Fig. 1: run 1, clock nets
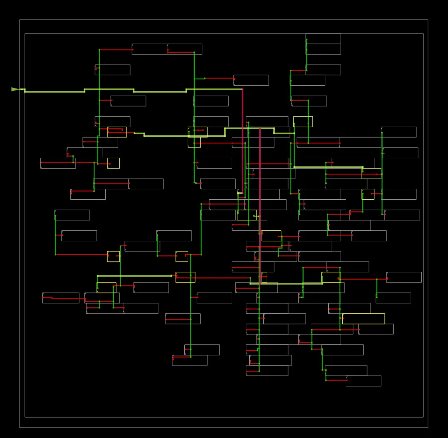
Fig. 2: run 1, metal layers overlaid
Drawn at 2 px/um.
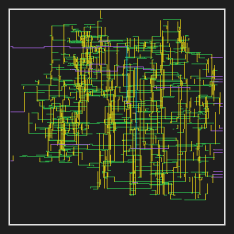
Fig. 3: run 1, selected gate families
Drawn at 2 px/um.
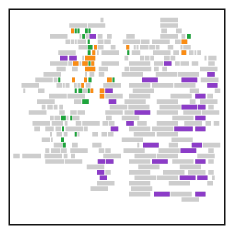
Fig. 4: run 1, clock wires, drivers and flops
Drawn at 4 px/um.
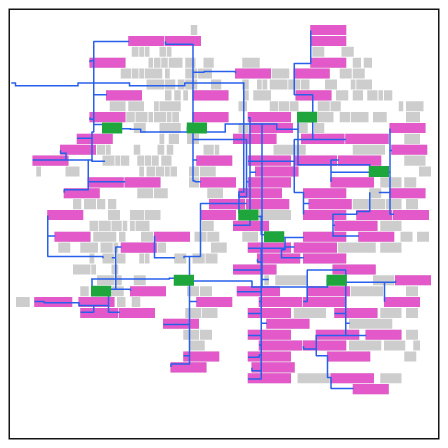
==> config.mk <==
export PLATFORM = sky130hd
export DESIGN_NAME = uart_rx_fifo_flat
export DESIGN_NICKNAME = d
export VERILOG_FILES = /design/src/rtl/uart_pkg.sv /design/src/rtl/uart_rx_fifo_if.sv /design/src/rtl/rx_fifo.sv /design/src/rtl/uart_rx_fifo.sv /design/src/flat_wrapper.sv
export SDC_FILE = /design/constraint.sdc
export NUM_CORES = 1
export LEC_CHECK = 0
export CORE_UTILIZATION = 35
export CTS_CLUSTER_SIZE = 12
export DETAILED_ROUTE_END_ITERATION = 10
export SYNTH_ARGS = -nofsm -noshare
export SYNTH_HDL_FRONTEND = slang
export SYNTH_HIERARCHICAL = 1
export SYNTH_SLANG_ARGS = --single-unit
==> constraint.sdc <==
create_clock -name clkM -period 3.3 [get_ports clkM]
set_clock_uncertainty 0.15 [all_clocks]
set_input_delay 0.66 -clock clkM [delete_from_list [all_inputs] [get_ports clkM]]
set_output_delay 0.66 -clock clkM [all_outputs]
set_load 0.02 [all_outputs]
==> flow_metrics.env, run 1 <==
# source this file to load flow results
export IMPL_outcome="completed"
export IMPL_cp_start_kind="flop"
export IMPL_synthCells=255
export IMPL_drive_gt1_frac=0.266
export IMPL_rsz0062_at_grt="false"
export IMPL_finalSetupViolCount=0
export IMPL_drc=0
export IMPL_fp_nets=269
export IMPL_cp_required_ps=2490
export IMPL_die_w_um=107
export IMPL_grtUsageMet3=0.0535
export IMPL_dieArea_sq_mm=0.0115
export IMPL_power_mw=2.55
export IMPL_grt_pass1_vias=2038
export IMPL_intPower_mw=1.79
export IMPL_htreeDepth=3
export IMPL_setup_worst_path_end_class="primary output"
export IMPL_timing_fmax_mhz=327
export IMPL_port_buffers=16
export IMPL_reg2reg_slack_ps=660
export IMPL_hold_viol_final=0
export IMPL_criticalPathCategory="flop to primary output"
export IMPL_finalCriticalPeriod_ps=3060
export IMPL_post_route_util=0.417
export IMPL_cts_buffer_depth=2
export IMPL_tightestPinTransition_ps=1050
export IMPL_worstRegToRegCells=9
export IMPL_powerDensity_mw_per_mm2=583
export IMPL_seq_area_sq_mm=0.00238
export IMPL_hold_path_class="flop to flop"
export IMPL_largest_reg_flops=40
export IMPL_rows=37
export IMPL_hold_buffers=0
export IMPL_seqPwrFrac=0.483
export IMPL_arrival_ps=2250
export IMPL_fin_setup_tns_ps=0
export IMPL_slowest_stage="dfrtp_1"
export IMPL_grt_pass1_wl_um=10300
export IMPL_period_used=0.927
export IMPL_drtPass1Iterations=4
export IMPL_gr_max_usage_layer="met2"
export IMPL_drt_iter0_markers=66
export IMPL_wl_um=6040
export IMPL_nNetsFinal=299
export IMPL_tool_warnings=32
export IMPL_n_fill_cell=943
export IMPL_leakage_nw=1.94
export IMPL_wl_met1_um=2780
export IMPL_wl_met3_um=251
export IMPL_power_switching_uw=763
export IMPL_diodes=0
export IMPL_ant_nets=0
export IMPL_crit_path_max_fanout=10
export IMPL_dp_cells=410
export IMPL_use_met2=0.199
export IMPL_slowest_delay_ps=450
export IMPL_vias_per_cell=4.80
export IMPL_io_pins=17
export IMPL_avgRoutedWirePerCell_um=14.2
export IMPL_logic_area_sq_mm=0.00139
export IMPL_yosysWarningCount=6
export IMPL_initial_core_util=0.367
export IMPL_slew_headroom=0.298
export IMPL_core_area_sq_mm=0.0105
export IMPL_wl_met2_um=2940
export IMPL_p_comb_frac=0.223
export IMPL_use_met1=0.142
export IMPL_switching_share=0.298
export IMPL_syn2layout_area_growth_pct=13.6
export IMPL_max_vdd_ir_drop_v=0.000238
export IMPL_grt_max_degree=48
export IMPL_syn_avg_cell_area_sq_um=15.1
export IMPL_path_clk_slew_ps=90
export IMPL_slew_violations=0
export IMPL_grt_overflow=0
export IMPL_netlist_area_sq_mm=0.00386
export IMPL_antenna_found_initial=0
export IMPL_routed_top_layer="met4"
export IMPL_gp_congestion=0.731
export IMPL_path_cells="xor2_1 > or3_4 > buf_4 > mux2_4 > dlygate4sd2_1"
export IMPL_drv_cap=0
export IMPL_cts_tree="done"
export IMPL_cts_sinks=87
export IMPL_die_y_um=107
export IMPL_clock_root_buffer="clkbuf_8"
export IMPL_dp_hpwl_um=4060
export IMPL_holdPathStages=0
About Fig. 1:
clk_buf instances: 10
clock group power: 752 uW
Worst-Skew Late Latency: 360 ps
cts bufs inserted: 9

About Fig. 2:
M4 -> cyan  # wire length 68.0 um
M2 -> yellow  # wire length 2,940 um
M1 -> green  # wire length 2,780 um
M3 -> purple  # wire length 252 um
total number of vias: 2,046
gr usage total: 0.120

About Fig. 3:
mux cells -> purple  # cells 32
aoi and oai cells -> orange  # cells 18
nand cells -> green  # cells 24
most numerous logic cell after layout: dfrtp_1
non-filler cells, final: 426
logic share of the area: 0.316

About Fig. 4:
clock-net drivers -> green  # count 9
flip-flops -> magenta  # count 87
clock wires -> blue  # length 1,020 um
routed clock nets = 10
clock share of power: 0.294

-- run 1: cells in the final DEF (no fill, tap or decap), drive strengths merged, types with 2 or more instances in the layout --
cell type,count
nor2,14
or3,2
nand3b,2
clkbuf,11
and2,7
o31ai,3
o21ai,9
o2111ai,2
nor2b,3
nand2,13
dlygate4sd2,9
dfrtp,45
buf,10
or3b,2
xor2,8
mux2,21
ha,10
nor3,6
edfxtp,40
nand2b,2
dfstp,2
and3,2
mux4,10
nand3,7
clkdlybuf4s50,4
inv,14
xnor2,14
-- run 1: power groups by stage --
stage | clock, mW | sequential (mW) | combinational, mW
2_1_floorplan | 0 | 1.25 | 0.464
3_3_place_gp | 0 | 1.25 | 0.575
6_report | 0.752 | 1.23 | 0.570
5_1_grt | 0.833 | 1.24 | 0.636
3_5_place_dp | 0 | 1.26 | 0.587
4_1_cts | 0.783 | 1.23 | 0.588
-- run 1: repair_timing --
item,in CTS,in global routing
endpoints found under the setup margin,10,2
setup buffers,0,0
gates resized,10,4
-- run 1: stage by stage --
| stage | worst slack [ps] | area (sq um) | hold WS (ps) |
|---|---|---|---|
| 2_1_floorplan | 335 | 3860 | 181 |
| 3_3_place_gp | 148 | 4200 | 183 |
| 3_5_place_dp | 117 | 4200 | 186 |
| 4_1_cts | 3.88 | 4390 | 207 |
| 5_1_grt | 106 | 4380 | 213 |
| 6_report | 240 | 4380 | 204 |
-- run 1: critical path: cells and delay by family (launching register included) --
kind          cells  cell delay, ps
flops             1             450
buf+inv           2             520
mux               1             310
xor+xnor          1             220
simple gates      1             380
-- run 1: final cells by class --
type                    instances  area share
inverters                      10     0.00856
clock buffers                  10      0.0291
multi-input cells             152       0.316
flip-flops and latches         87       0.543
well taps                     136      0.0388
clock inverters                 6      0.0168
repair buffers                 25      0.0477
Fig. 5: run 1, M3 wires
Drawn at 4 px/um.
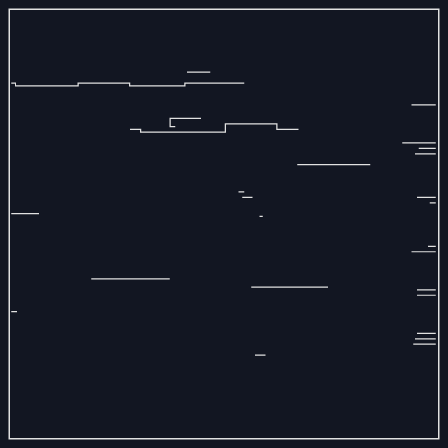

--- run 2 (diff from run 1) ---
--- a/config.mk
+++ b/config.mk
@@ -5,9 +5,10 @@
 export SDC_FILE = /design/constraint.sdc
 export NUM_CORES = 1
 export LEC_CHECK = 0
-export CORE_UTILIZATION = 35
+export CORE_UTILIZATION = 55
 export CTS_CLUSTER_SIZE = 12
 export DETAILED_ROUTE_END_ITERATION = 10
+export PLACE_DENSITY = 0.73
 export SYNTH_ARGS = -nofsm -noshare
 export SYNTH_HDL_FRONTEND = slang
 export SYNTH_HIERARCHICAL = 1
Fig. 6: run 2, M3 wires
Drawn at 6 px/um.
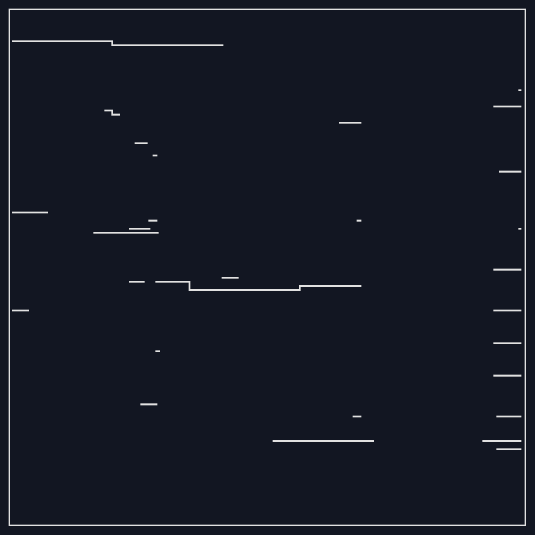
main direction = horizontal
wire length on this layer = 169 um
nets with wire on the layer = 21
Total Routed Length: 5810 um
met3 Usage GRT: 0.0318
total number of vias: 2,074

==> run 2 against run 1 <==
Worst hold slack improved by 5.5 ps. Routed wire length shrank 3.9%. Final area fell by 0.71%. Via count increased by 1.4%. Global-route usage increased by 5.9 points. Combinational power increased by 1%. Sequential share of layout area grew 0.39 points. Clock power fell by 11%.
==> flow_metrics.env, run 2 <==
# source this file to load flow results
export IMPL_clk_latency_ps=350
export IMPL_holdPathStages=0
export IMPL_syn2layout_area_growth_pct=12.8
export IMPL_worstRegToRegCells=9
export IMPL_yosysWarningCount=6
export IMPL_hold_buffers=0
export IMPL_fp_nets=269
export IMPL_max_vdd_ir_drop_v=0.000394
export IMPL_drt_iter0_markers=80
export IMPL_die_w_um=85.8
export IMPL_fin_setup_tns_ps=0
export IMPL_finalCriticalPeriod_ps=3160
export IMPL_criticalPathCategory="flop to primary output"
export IMPL_dp_hpwl_um=3890
export IMPL_diodes=0
export IMPL_clock_root_buffer="clkbuf_8"
export IMPL_cp_required_ps=2490
export IMPL_cts_buffer_depth=2
export IMPL_timing_fmax_mhz=316
export IMPL_port_buffers=16
export IMPL_powerDensity_mw_per_mm2=571
export IMPL_vias_per_cell=5.37
export IMPL_htreeDepth=3
export IMPL_drtPass1Iterations=4
export IMPL_path_cells="xor2_1 > or3_4 > inv_1 > nor2b_1 > nand2b_1 > nor4b_1 > dlygate4sd2_1"
export IMPL_final_cells=386
export IMPL_tightestPinTransition_ps=1040
export IMPL_drv_cap=0
export IMPL_fin_ws_ps=137
export IMPL_numCtsBuffers=9
export IMPL_outcome="completed"
export IMPL_arrival_ps=2350
export IMPL_cts_setup_buffers=0
export IMPL_grt_overflow=0
export IMPL_hold_path_class="flop to flop"
export IMPL_rsz0062_at_grt="false"
export IMPL_grt_pass1_wl_um=9760
export IMPL_crit_path_max_fanout=5
export IMPL_dp_slack_ps=166
export IMPL_rows=30
export IMPL_synthCells=255
export IMPL_final_common_cell="dfrtp_1"
export IMPL_grt_max_degree=48
export IMPL_reg2reg_slack_ps=670
export IMPL_cts_tree="done"
export IMPL_slowest_stage="dfrtp_1"
export IMPL_die_y_um=85.8
export IMPL_core_area_sq_mm=0.00679
export IMPL_leakage_nw=2.05
export IMPL_ant_nets=0
export IMPL_netlist_area_sq_mm=0.00386
export IMPL_setup_worst_path_end_class="primary output"
export IMPL_largest_reg_flops=40
export IMPL_nNetsFinal=299
export IMPL_slew_headroom=0.306
export IMPL_avgRoutedWirePerCell_um=15.0
export IMPL_finalSetupViolCount=0
export IMPL_final_cell_mix="dfrtp_1, edfxtp_1, xnor2_1"
export IMPL_slew_violations=0
export IMPL_path_clk_slew_ps=80
export IMPL_io_pins=17
export IMPL_drive_gt1_frac=0.262
[run 2: through the flow]
step	cell area, sq um	power, mW	hold WS [ps]	utilization
floorplan	3860	1.71	181	-
global placement	4150	1.82	190	0.610
detailed placement	4150	1.84	197	0.610
CTS	4330	2.52	211	0.637
global route	4350	2.62	212	0.641
finish	4350	2.48	209	0.641
[run 2: metal layers]
metal	global-route usage	part of all wire
met2	0.303	0.51
met4	0.0909	0.022
met1	0.222	0.44
met3	0.0318	0.029
met5	0	0
[run 2: critical path: cells and delay by family, from the launching register on]
| family | cells | cell delay (ps) |
|---|---|---|
| DFF | 1 | 450 |
| buffers and inverters | 2 | 440 |
| xor gates and xnor gates | 1 | 230 |
| and+or+nand+nor | 4 | 880 |
[run 2: area by class of cell]
type	count	area, sq um	area share
tap	96	120	0.0276
timing repair buffer	25	246	0.0566
sequential	87	2380	0.547
inverter	10	37.5	0.00862
clock inverter	5	41.3	0.00949
multi-input combinational	152	1390	0.318
clock buffer	11	141	0.0325
[run 2: report_power, final]
group	internal, mW	leakage, nW	total, mW	switching (mW)
clock network	0.301	0.0866	0.672	0.371
registers	1.17	1.09	1.23	0.0584
logic	0.255	0.872	0.578	0.323
[run 2: repair_timing]
action                                  in CTS  in global routing
endpoints found under the setup margin       1                 10
gates resized                                1                 10
endpoints found under the hold margin        0                  0
No activity file was given, so power comes from the tool's default toggle rates.
